### src/rtl/seven_segment_decoder.sv
// Receive side of the 7-segment link: synchronises segment lines A..G, waits for a
// pattern to hold STABLE_CYCLES clocks, then commits and decodes it to a 4-bit value.
module seven_segment_decoder #(
    parameter int unsigned STABLE_CYCLES = 250000,
    parameter int unsigned CNT_WIDTH     = $clog2(STABLE_CYCLES)
) (
    input  logic       i_Clk,
    input  logic       i_Rst_L,
    input  logic       i_Segment_A,
    input  logic       i_Segment_B,
    input  logic       i_Segment_C,
    input  logic       i_Segment_D,
    input  logic       i_Segment_E,
    input  logic       i_Segment_F,
    input  logic       i_Segment_G,
    output logic [3:0] o_Binary_Num,
    output logic       o_Valid,
    output logic       o_Stable,
    output logic       o_Blank,
    output logic       o_Error,
    output logic       o_Unknown,
    output logic [7:0] o_Unknown_Count
);

    localparam int unsigned PAT_W = 7;
    localparam int unsigned NUM_W = 4;
    localparam int unsigned UCNT_W = 8;

    localparam logic [CNT_WIDTH-1:0] CNT_LAST = CNT_WIDTH'(STABLE_CYCLES - 1);
    localparam logic [UCNT_W-1:0]    UCNT_MAX = '1;

    localparam logic [PAT_W-1:0] PAT_0     = 7'b1111110;
    localparam logic [PAT_W-1:0] PAT_1     = 7'b0110000;
    localparam logic [PAT_W-1:0] PAT_2     = 7'b1101101;
    localparam logic [PAT_W-1:0] PAT_3     = 7'b1111001;
    localparam logic [PAT_W-1:0] PAT_4     = 7'b0110011;
    localparam logic [PAT_W-1:0] PAT_5     = 7'b1011011;
    localparam logic [PAT_W-1:0] PAT_6     = 7'b1011111;
    localparam logic [PAT_W-1:0] PAT_7     = 7'b1110000;
    localparam logic [PAT_W-1:0] PAT_8     = 7'b1111111;
    localparam logic [PAT_W-1:0] PAT_9     = 7'b1111011;
    localparam logic [PAT_W-1:0] PAT_E     = 7'b1001111;
    localparam logic [PAT_W-1:0] PAT_BLANK = 7'b0000000;

    typedef enum logic {
        SETTLING = 1'b0,
        LOCKED   = 1'b1
    } state_e;

    logic [PAT_W-1:0]     pattern;
    logic [PAT_W-1:0]     sync1_q, sync2_q;
    logic [PAT_W-1:0]     cand_q, cand_d;
    logic [PAT_W-1:0]     last_q, last_d;
    logic [CNT_WIDTH-1:0] cnt_q, cnt_d;
    state_e               state_q, state_d;
    logic                 committed_q, committed_d;
    logic [NUM_W-1:0]     num_q, num_d;
    logic                 valid_q, valid_d;
    logic                 stable_q, stable_d;
    logic                 blank_q, blank_d;
    logic                 error_q, error_d;
    logic                 unknown_q, unknown_d;
    logic [UCNT_W-1:0]    ucnt_q, ucnt_d;

    logic [NUM_W-1:0]     dec_num;
    logic                 dec_blank, dec_error, dec_unknown;

    assign pattern = {i_Segment_A, i_Segment_B, i_Segment_C, i_Segment_D,
                      i_Segment_E, i_Segment_F, i_Segment_G};

    // Two-flop synchroniser per segment line
    always_ff @(posedge i_Clk or negedge i_Rst_L) begin
        if (!i_Rst_L) begin
            sync1_q <= '0;
            sync2_q <= '0;
        end else begin
            sync1_q <= pattern;
            sync2_q <= sync1_q;
        end
    end

    // Pattern-to-value decode of the current candidate
    always_comb begin
        dec_num     = 4'hF;
        dec_blank   = 1'b0;
        dec_error   = 1'b0;
        dec_unknown = 1'b0;
        unique case (cand_q)
            PAT_0:     dec_num = 4'd0;
            PAT_1:     dec_num = 4'd1;
            PAT_2:     dec_num = 4'd2;
            PAT_3:     dec_num = 4'd3;
            PAT_4:     dec_num = 4'd4;
            PAT_5:     dec_num = 4'd5;
            PAT_6:     dec_num = 4'd6;
            PAT_7:     dec_num = 4'd7;
            PAT_8:     dec_num = 4'd8;
            PAT_9:     dec_num = 4'd9;
            PAT_E: begin
                dec_num   = 4'hE;
                dec_error = 1'b1;
            end
            PAT_BLANK: dec_blank = 1'b1;
            default:   dec_unknown = 1'b1;
        endcase
    end

    // Stability tracking and commit; a commit of the already-committed pattern is silent
    always_comb begin
        cand_d      = cand_q;
        last_d      = last_q;
        cnt_d       = cnt_q;
        state_d     = state_q;
        committed_d = committed_q;
        num_d       = num_q;
        valid_d     = 1'b0;
        stable_d    = stable_q;
        blank_d     = blank_q;
        error_d     = error_q;
        unknown_d   = unknown_q;
        ucnt_d      = ucnt_q;

        if (sync2_q != cand_q) begin
            cand_d   = sync2_q;
            cnt_d    = '0;
            state_d  = SETTLING;
            stable_d = 1'b0;
        end else if (state_q == SETTLING) begin
            if (cnt_q == CNT_LAST) begin
                state_d  = LOCKED;
                stable_d = 1'b1;
                if (!committed_q || (cand_q != last_q)) begin
                    committed_d = 1'b1;
                    last_d      = cand_q;
                    num_d       = dec_num;
                    blank_d     = dec_blank;
                    error_d     = dec_error;
                    unknown_d   = dec_unknown;
                    valid_d     = 1'b1;
                    if (dec_unknown && (ucnt_q != UCNT_MAX)) begin
                        ucnt_d = ucnt_q + UCNT_W'(1);
                    end
                end
            end else begin
                cnt_d = cnt_q + CNT_WIDTH'(1);
            end
        end
    end

    always_ff @(posedge i_Clk or negedge i_Rst_L) begin
        if (!i_Rst_L) begin
            cand_q      <= '0;
            last_q      <= '0;
            cnt_q       <= '0;
            state_q     <= SETTLING;
            committed_q <= 1'b0;
            num_q       <= 4'hF;
            valid_q     <= 1'b0;
            stable_q    <= 1'b0;
            blank_q     <= 1'b0;
            error_q     <= 1'b0;
            unknown_q   <= 1'b0;
            ucnt_q      <= '0;
        end else begin
            cand_q      <= cand_d;
            last_q      <= last_d;
            cnt_q       <= cnt_d;
            state_q     <= state_d;
            committed_q <= committed_d;
            num_q       <= num_d;
            valid_q     <= valid_d;
            stable_q    <= stable_d;
            blank_q     <= blank_d;
            error_q     <= error_d;
            unknown_q   <= unknown_d;
            ucnt_q      <= ucnt_d;
        end
    end

    assign o_Binary_Num    = num_q;
    assign o_Valid         = valid_q;
    assign o_Stable        = stable_q;
    assign o_Blank         = blank_q;
    assign o_Error         = error_q;
    assign o_Unknown       = unknown_q;
    assign o_Unknown_Count = ucnt_q;

endmodule

### config.mk
export PLATFORM = sky130hd
export DESIGN_NAME = seven_segment_decoder
export DESIGN_NICKNAME = d
export VERILOG_FILES = /design/src/rtl/seven_segment_decoder.sv
export SDC_FILE = /design/constraint.sdc
export NUM_CORES = 1
export LEC_CHECK = 0
export CAP_MARGIN = 10
export CORE_ASPECT_RATIO = 0.6
export CORE_MARGIN = 3
export CORE_UTILIZATION = 25
export CTS_BUF_LIST = sky130_fd_sc_hd__clkbuf_4
export CTS_CLUSTER_SIZE = 30
export DETAILED_ROUTE_END_ITERATION = 8
export GPL_TIMING_DRIVEN = 0
export PLACE_DENSITY = 0.48
export REMOVE_ABC_BUFFERS = 1
export SLEW_MARGIN = 40
export SYNTH_ARGS = -nofsm -noshare
export SYNTH_HDL_FRONTEND = slang
export SYNTH_SLANG_ARGS = --single-unit
### constraint.sdc
create_clock -name i_Clk -period 2.3 [get_ports i_Clk]
set_clock_uncertainty 0.1 [all_clocks]
set_input_delay 0.345 -clock i_Clk [delete_from_list [all_inputs] [get_ports i_Clk]]
set_output_delay 0.345 -clock i_Clk [all_outputs]
set_load 0.005 [all_outputs]
==> flow_metrics.tcl, run 1 <==
# metrics dict for downstream scripts
set metrics [dict create \
    worst_pin_slew_ps 580.8 \
    hp-class "in -> async" \
    finalSetupViolCount 15 \
    holdBufCountCts 1 \
    clk_pin_slew_ps 120 \
    io_pins 26 \
    critPathCaptureType "register" \
    ys_chip_area_mm2 0.002955 \
    ir_worst_vdd_mv 0.3022 \
    drcViolationCount 0 \
    crit_end "o_Binary_Num[3]" \
    synth.top_cells.by_count "61 x dfrtp_1, 39 x nand2_1, 29 x nor2_1" \
    required_ps 2560 \
    violations "negative setup slack" \
    compound_area_frac 0.04953 \
    startpoint_type "register" \
    cp.arrival_ps 2690 \
    ys_types 43 \
    crit_cells 4 \
    max_freq_mhz 410.8 \
    setup_ws_ps -134.2 \
    crit_start "cnt_q[13]" \
    dpl-instance-area_mm2 0.003359 \
    area_leaders "dfrtp_1 52%, xnor2_1 6.2%, nand2_1 5.0%" \
    area_delta_synth_final_pct 32.18 \
    slew_headroom 0.6121 \
    p_clk_mw 0.764 \
    die_x_um 146.4 \
    mux_share 0.01228 \
    comb-power_mw 0.112 \
    r2r_cells 4 \
    initCoreUtil 0.2590 \
    ys_warn_count 0 \
    edf_count 0 \
    simple_gate_area_frac 0.2295 \
    status "complete, but fails checks" \
    die_area_mm2 0.01321 \
    grt_max_degree 35 \
    cts_resized 28 \
    rsz0062_at_grt "yes" \
    finalCritPeriodShare 1.058 \
    path_class "reg -> reg" \
    cts_sinks 65 \
    cts_max_path_buffers 2 \
    drt-vias-per-instance 4.427 \
    cpLargestDelayFamily "simple AND/OR/NAND/NOR gates" \
    hold_viol 0 \
    cp_common_cell "or4_4" \
    yosysSeqAreaShare 0.5521 \
    leakage_nw 1.586 \
    syn_avg_cell_area_um2 10.19 \
    numPortBuffers 25 \
    power_frac_clock 0.371 \
    cts_tree "yes" \
    synth_stat.cells 290 \
    place_congestion 0.7509 \
    final_layout_top_logic_cells "51 x dfrtp_1, 34 x nand2_1, 29 x nor2_1, 29 x buf_4, 24 x clkdlybuf4s50_1" \
    min_period_ps 2434 \
    final_common_cell "dfrtp_1" \
    netlist_instances 290 \
]
-- run 1: area by class of cell --
type / instances / area (um^2)
fill: 1165 / 7505
inverter: 4 / 15.01
clock inverter: 7 / 71.32
tap: 160 / 200.2
timing repair buffer: 59 / 533.0
clock buffer: 9 / 67.56
multi-input combinational: 202 / 1375
sequential: 65 / 1644
-- run 1: stage by stage --
stage	TNS [ps]	hold slack (ps)	setup WS [ps]
detailed placement	-15320	140.6	-792.5
finish	-1168	243.5	-134.2
global placement	-126730	233.7	-1723
CTS	-1375	215.4	-158.6
floorplan	-10680	-50.59	-648.1
global route	-2356	197.8	-175.4
-- run 1: per-layer routing --
metal / wire (um) / track usage
met5: 0 / 0
met4: 71 / 0.03756
met3: 245 / 0.03829
met2: 2783 / 0.1451
met1: 3737 / 0.1638
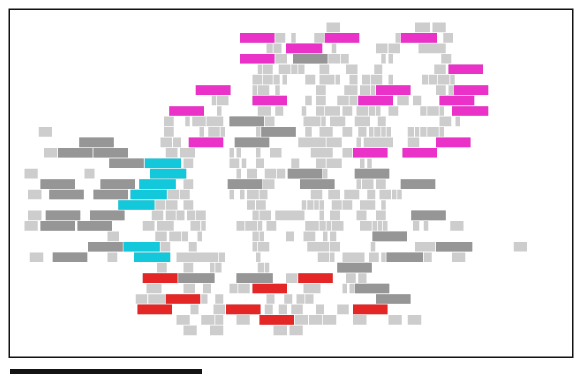
run_1/ff_map.png
Bar = 50 um.
- `cnt_q`: magenta (placed flops 18)
- `cand_q`: cyan (placed flops 7; where west)
- `o_Unknown_Count`: red (placed flops 8; where south)
- not coloured: 32
Layout Utilization: 0.3423
P_seq: 1.18 mW
register area: 0.001644 mm^2

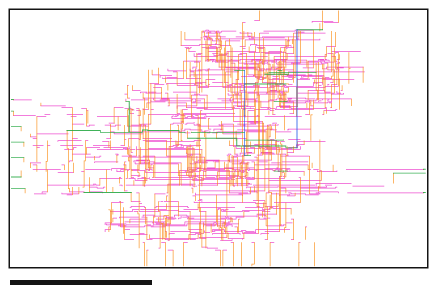
run_1/layers.png
Bar = 50 um.
- M3: green (wire length 245 um)
- M1: magenta (wire length 3740 um)
- M2: orange (wire length 2780 um)
- M4: blue (wire length 71.4 um)
Routed WL: 6.837 mm
total track usage: 0.1097
vias after detailed routing: 2240
wire length per cell: 13.51 um

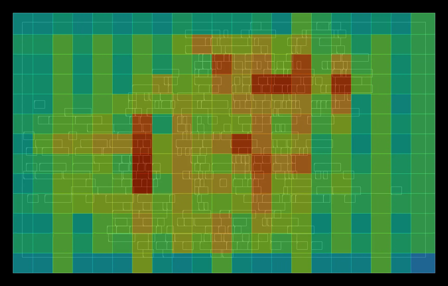
run_1/congestion_map.png
grt met3 use: 0.03829
GR Layer Usage met1: 0.1638
met2 GRT Util: 0.1451
Most Crowded Layer GR: met1

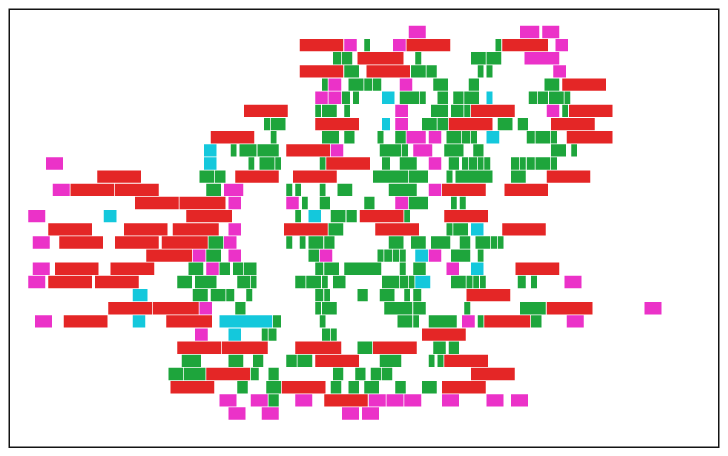
run_1/class_map.png
- remaining logic cells: green (cells 206; share of their area 38%)
- registers: red (cells 65; share of their area 44%)
- remaining buffers and delay cells: magenta (cells 59; share of their area 14%)
- clock drivers and dummy loads: cyan (cells 16; share of their area 3.7%)
core area: 0.01141 mm^2
Seq/total area: 0.4209
design area: 0.003906 mm^2

==> inputs of run 2 (changes only) <==
--- a/config.mk
+++ b/config.mk
@@ -12,6 +12,7 @@
 export CTS_BUF_LIST = sky130_fd_sc_hd__clkbuf_4
 export CTS_CLUSTER_SIZE = 30
 export DETAILED_ROUTE_END_ITERATION = 8
+export GPL_ROUTABILITY_DRIVEN = 0
 export GPL_TIMING_DRIVEN = 0
 export PLACE_DENSITY = 0.48
 export REMOVE_ABC_BUFFERS = 1
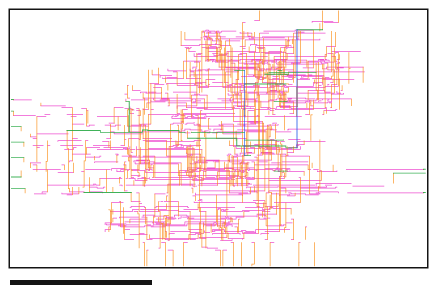
run_2/layers.png
Bar = 50 um.
- M1: magenta (wire length 3740 um)
- M3: green (wire length 245 um)
- M4: blue (wire length 71.4 um)
- M2: orange (wire length 2780 um)

==> flow_metrics.tcl, run 2 <==
# metrics dict for downstream scripts
set metrics [dict create \
    initCoreUtil 0.2590 \
    yosysSeqAreaShare 0.5521 \
    mux_share 0.01228 \
    final_core_util 0.3423 \
    area_leaders "dfrtp_1 52%, xnor2_1 6.2%, nand2_1 5.0%" \
    vias 2240 \
    seq_share 0.4209 \
    buf_share 0.1365 \
    grt_max_degree 35 \
    grtUsageMet3 0.03829 \
    final_layout_top_logic_cells "51 x dfrtp_1, 34 x nand2_1, 29 x nor2_1, 29 x buf_4, 24 x clkdlybuf4s50_1" \
    fillCellCount 1165 \
    comb-power_mw 0.112 \
    drt_wl_total_mm 6.837 \
    min_period_ps 2434 \
    clk_pin_slew_ps 120 \
    ir_worst_vdd_mv 0.3022 \
    taps 160 \
    hp-class "in -> async" \
    worst_pin_slew_ps 580.8 \
    nNonClkBuffers 59 \
    numPortBuffers 25 \
    slew_headroom 0.6121 \
    holdBufCountCts 1 \
    compound_area_frac 0.04953 \
    power_frac_clock 0.371 \
    clkCellAreaFrac 0.03555 \
    drt-vias-per-instance 4.427 \
    die_x_um 146.4 \
    place_ws_ps -792.5 \
    p_clk_mw 0.764 \
    ys_warn_count 0 \
    hold_viol 0 \
    finalSetupViolCount 15 \
    leakage_nw 1.586 \
    setup_ws_ps -134.2 \
    highest_layer "met4" \
    status "complete, but fails checks" \
    grt_util_met1 0.1638 \
    rsz0062_at_grt "yes" \
    violations "negative setup slack" \
    gr-usage-met2 0.1451 \
    path_class "reg -> reg" \
    netlist_instances 290 \
    avgRoutedWirePerCell_um 13.51 \
    core_mm2 0.01141 \
    cts_sinks 65 \
    max_freq_mhz 410.8 \
    cp_common_cell "or4_4" \
    comb_area_mm2 0.001375 \
    io_pins 26 \
    cpLargestDelayFamily "simple AND/OR/NAND/NOR gates" \
    area_delta_synth_final_pct 32.18 \
    r2r_cells 4 \
    met1Wirelength_mm 3.737 \
    startpoint_type "register" \
    route.met2.wl_mm 2.783 \
    cts_tree "yes" \
    finalCritPeriodShare 1.058 \
    nNonClkInverters 4 \
    ys_types 43 \
    critPathCaptureType "register" \
    largest_class "sequential cells" \
    edf_count 0 \
    syn_avg_cell_area_um2 10.19 \
]
run 2: worst max-delay path by stage:
stage	start	end	slack, ps
CTS	cnt_q[13]	o_Binary_Num[3]	-160
finish	cnt_q[13]	o_Binary_Num[3]	-130
floorplan	cand_q[4]	o_Unknown_Count[1]	-650
global route	cnt_q[5]	o_Binary_Num[3]	-180
global placement	cand_q[4]	o_Unknown_Count[1]	-1720
detailed placement	cnt_q[0]	o_Unknown_Count[1]	-790
run 2: metrics by stage:
step	hold slack, ps	TNS [ps]	cell area [um^2]
final	243.5	-1168	3906
after global routing	197.8	-2356	3906
after CTS	215.4	-1375	3747
after detailed placement	140.6	-15320	3359
after global placement	233.7	-126730	3307
after floorplan	-50.59	-10680	2856
run_2/ff_map.png
Bar = 50 um.
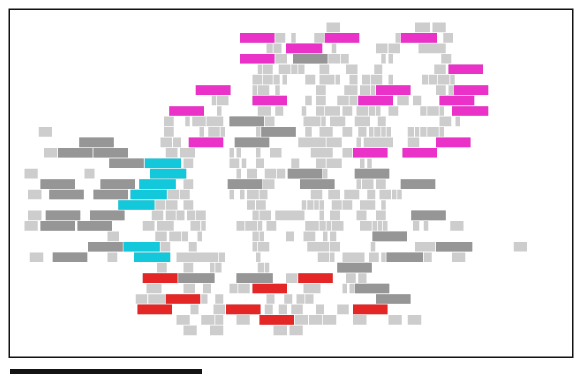

==> inputs of run 3 (changes only) <==
--- a/config.mk
+++ b/config.mk
@@ -16,6 +16,7 @@
 export GPL_TIMING_DRIVEN = 0
 export PLACE_DENSITY = 0.48
 export REMOVE_ABC_BUFFERS = 1
+export SETUP_SLACK_MARGIN = 0.02
 export SLEW_MARGIN = 40
 export SYNTH_ARGS = -nofsm -noshare
 export SYNTH_HDL_FRONTEND = slang
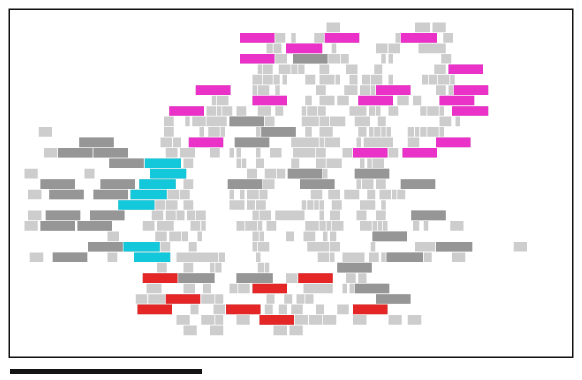
run_3/ff_map.png
Bar = 50 um.
- `o_Unknown_Count`: red (placed flops 8; where south)
- `cnt_q`: magenta (placed flops 18)
- `cand_q`: cyan (placed flops 7; where west)
- not coloured: 32
Layout Utilization: 0.3475
Seq/total area: 0.4146

==> flow_metrics.tcl, run 3 <==
# metrics dict for downstream scripts
set metrics [dict create \
    openroad.warnings 27 \
    top_register "cnt_q" \
    xor_share 0.1097 \
    drcViolationCount 0 \
    synth-main-ff-cell "dfrtp_1" \
    place_ws_ps -792.5 \
    path_class "reg -> reg" \
    yosysSeqAreaShare 0.5521 \
    drt-vias-per-instance 4.412 \
    area_delta_synth_final_pct 34.17 \
    ys_warn_count 0 \
    slew_viol_final 0 \
    cts_sinks 65 \
    drive_gt1_frac 0.2914 \
    nMultiInputCombCells 202 \
    wl_met3_um 203 \
    synth_flop_count 65 \
    cts_max_path_buffers 2 \
    first_iter_violations 173 \
    drt_wl_total_mm 6.870 \
    required_ps 2550 \
    grt_pass1_wl_mm 11.56 \
    leakage_nw 1.608 \
    final_layout_top_logic_cells "51 x dfrtp_1, 33 x nand2_1, 32 x buf_4" \
    clkbuf_count 9 \
    grtUsageMet3 0.03829 \
    p_sw_mw 0.5129 \
    dpl-instance-area_mm2 0.003359 \
    topCombFamilyByArea "simple AND/OR/NAND/NOR gates" \
    buf_share 0.1429 \
    critPathCaptureType "register" \
    r2r_cells 4 \
    hold_viol 0 \
    h-tree-depth 3 \
    flop-count 65 \
    holdBufCountCts 1 \
    route.met2.wl_mm 2.852 \
    power_frac_seq 0.575 \
    clock_latency_ps 420 \
    fin_area_mm2 0.003965 \
    tns_ps -1168 \
    io_pins 26 \
    row_count 30 \
    ys_sh_adder 0.008467 \
    finalCritPeriodShare 1.061 \
    area_leaders "dfrtp_1 52%, xnor2_1 6.2%, nand2_1 5.0%" \
    nNonClkBuffers 63 \
    grt-ovfl-total 0 \
    synth_stat.cells 290 \
    grt_max_degree 35 \
    insertedDiodeCount 0 \
    synth.top_cells.by_count "61 x dfrtp_1, 39 x nand2_1, 29 x nor2_1" \
    grt_busiest_layer "met1" \
    status "complete, but fails checks" \
    root_buffer "clkbuf_4" \
    setup_ws_ps -140.0 \
    die_x_um 146.4 \
    netlist_instances 290 \
    power_density_mw_per_mm2 518.3 \
    clkCellAreaFrac 0.03503 \
    numPortBuffers 25 \
    ys_types 43 \
    slew_headroom 0.6041 \
    gr-usage-met2 0.1474 \
    top_cell_area_share 0.5165 \
    power.group.top "sequential cells" \
    max_freq_mhz 409.8 \
    whs_ps 240.7 \
    simple_gate_area_frac 0.2295 \
    ir_worst_vdd_mv 0.3020 \
    power_frac_clock 0.370 \
    switching_share 0.2496 \
    cts_setup_buffers 18 \
    ys_chip_area_mm2 0.002955 \
    fillCellCount 1160 \
    clk_pin_slew_ps 120 \
    seq_area_mm2 0.001644 \
    taps 160 \
    grt_pass1_vias 2185 \
    syn-cell-area_mm2 0.002955 \
    vias 2250 \
    dp_cells 456 \
    rsz0062_at_grt "yes" \
    highest_layer "met4" \
    edf_count 0 \
    comb-power_mw 0.114 \
    mux_share 0.01228 \
    compound_area_frac 0.04953 \
    drtAntennaViolNets 0 \
    violations "negative setup slack" \
    final_common_cell "dfrtp_1" \
    syn_avg_cell_area_um2 10.19 \
    core_mm2 0.01141 \
    comb_area_mm2 0.001400 \
    power.internal_mw 1.542 \
    finalSetupViolCount 15 \
    comb_power_share 0.055 \
    grt_util_met1 0.1647 \
    worst_pin_slew_ps 592.8 \
    sh_comb_area 0.3531 \
    drv_cap 0 \
    avgRoutedWirePerCell_um 13.47 \
    layout.cells.non_filler 510 \
    startpoint_type "register" \
    p_clk_mw 0.759 \
    nNonClkInverters 4 \
    pg_seq_mw 1.18 \
    cts_resized 31 \
    largest_class "sequential cells" \
    grt_usage 0.1107 \
    initCoreUtil 0.2590 \
    chipHeight_um 90.22 \
    min_period_ps 2440 \
    largest_area_cell "dfrtp_1" \
    first_pass_iters 4 \
    hp-class "in -> async" \
    synth-async-reset-ratio 1.000 \
    cp.arrival_ps 2690 \
    largest_reg_flops 18 \
    cts_tree "yes" \
    die_area_mm2 0.01321 \
    finalPower_mw 2.055 \
    numCtsBuffers 9 \
    met1Wirelength_mm 3.772 \
    antenna_found_initial 0 \
]
[run 3: worst max-delay path: stages, from the launching register on]
cell     delay (ps)
dfrtp_1         430
or4b_1          510
or4_4           440
or4_4           570
mux2_4          320
[run 3: final timing paths]
kind,startpoint,slack (ps),endpoint
worst max-delay path,cnt_q[5],-140,o_Binary_Num[3]
worst min-delay path,i_Rst_L,240,cnt_q[8]
worst max register to register,cnt_q[5],-140,o_Binary_Num[3]
min in group i_Clk,sync1_q[2],260,sync2_q[2]
max in group asynchronous,i_Rst_L,1300,o_Binary_Num[1]
worst min register to register,sync1_q[2],260,sync2_q[2]
[run 3: cells by family (layout without fill, tap and decap cells)]
family	after synthesis	after routing
compound gates	24	24
xor+xnor	37	37
fa+ha+maj	2	2
buf+inv	26	83
flops	65	65
mux	3	3
simple gates	133	136
Power figures rest on the tool's default switching activity, not on a simulated workload.
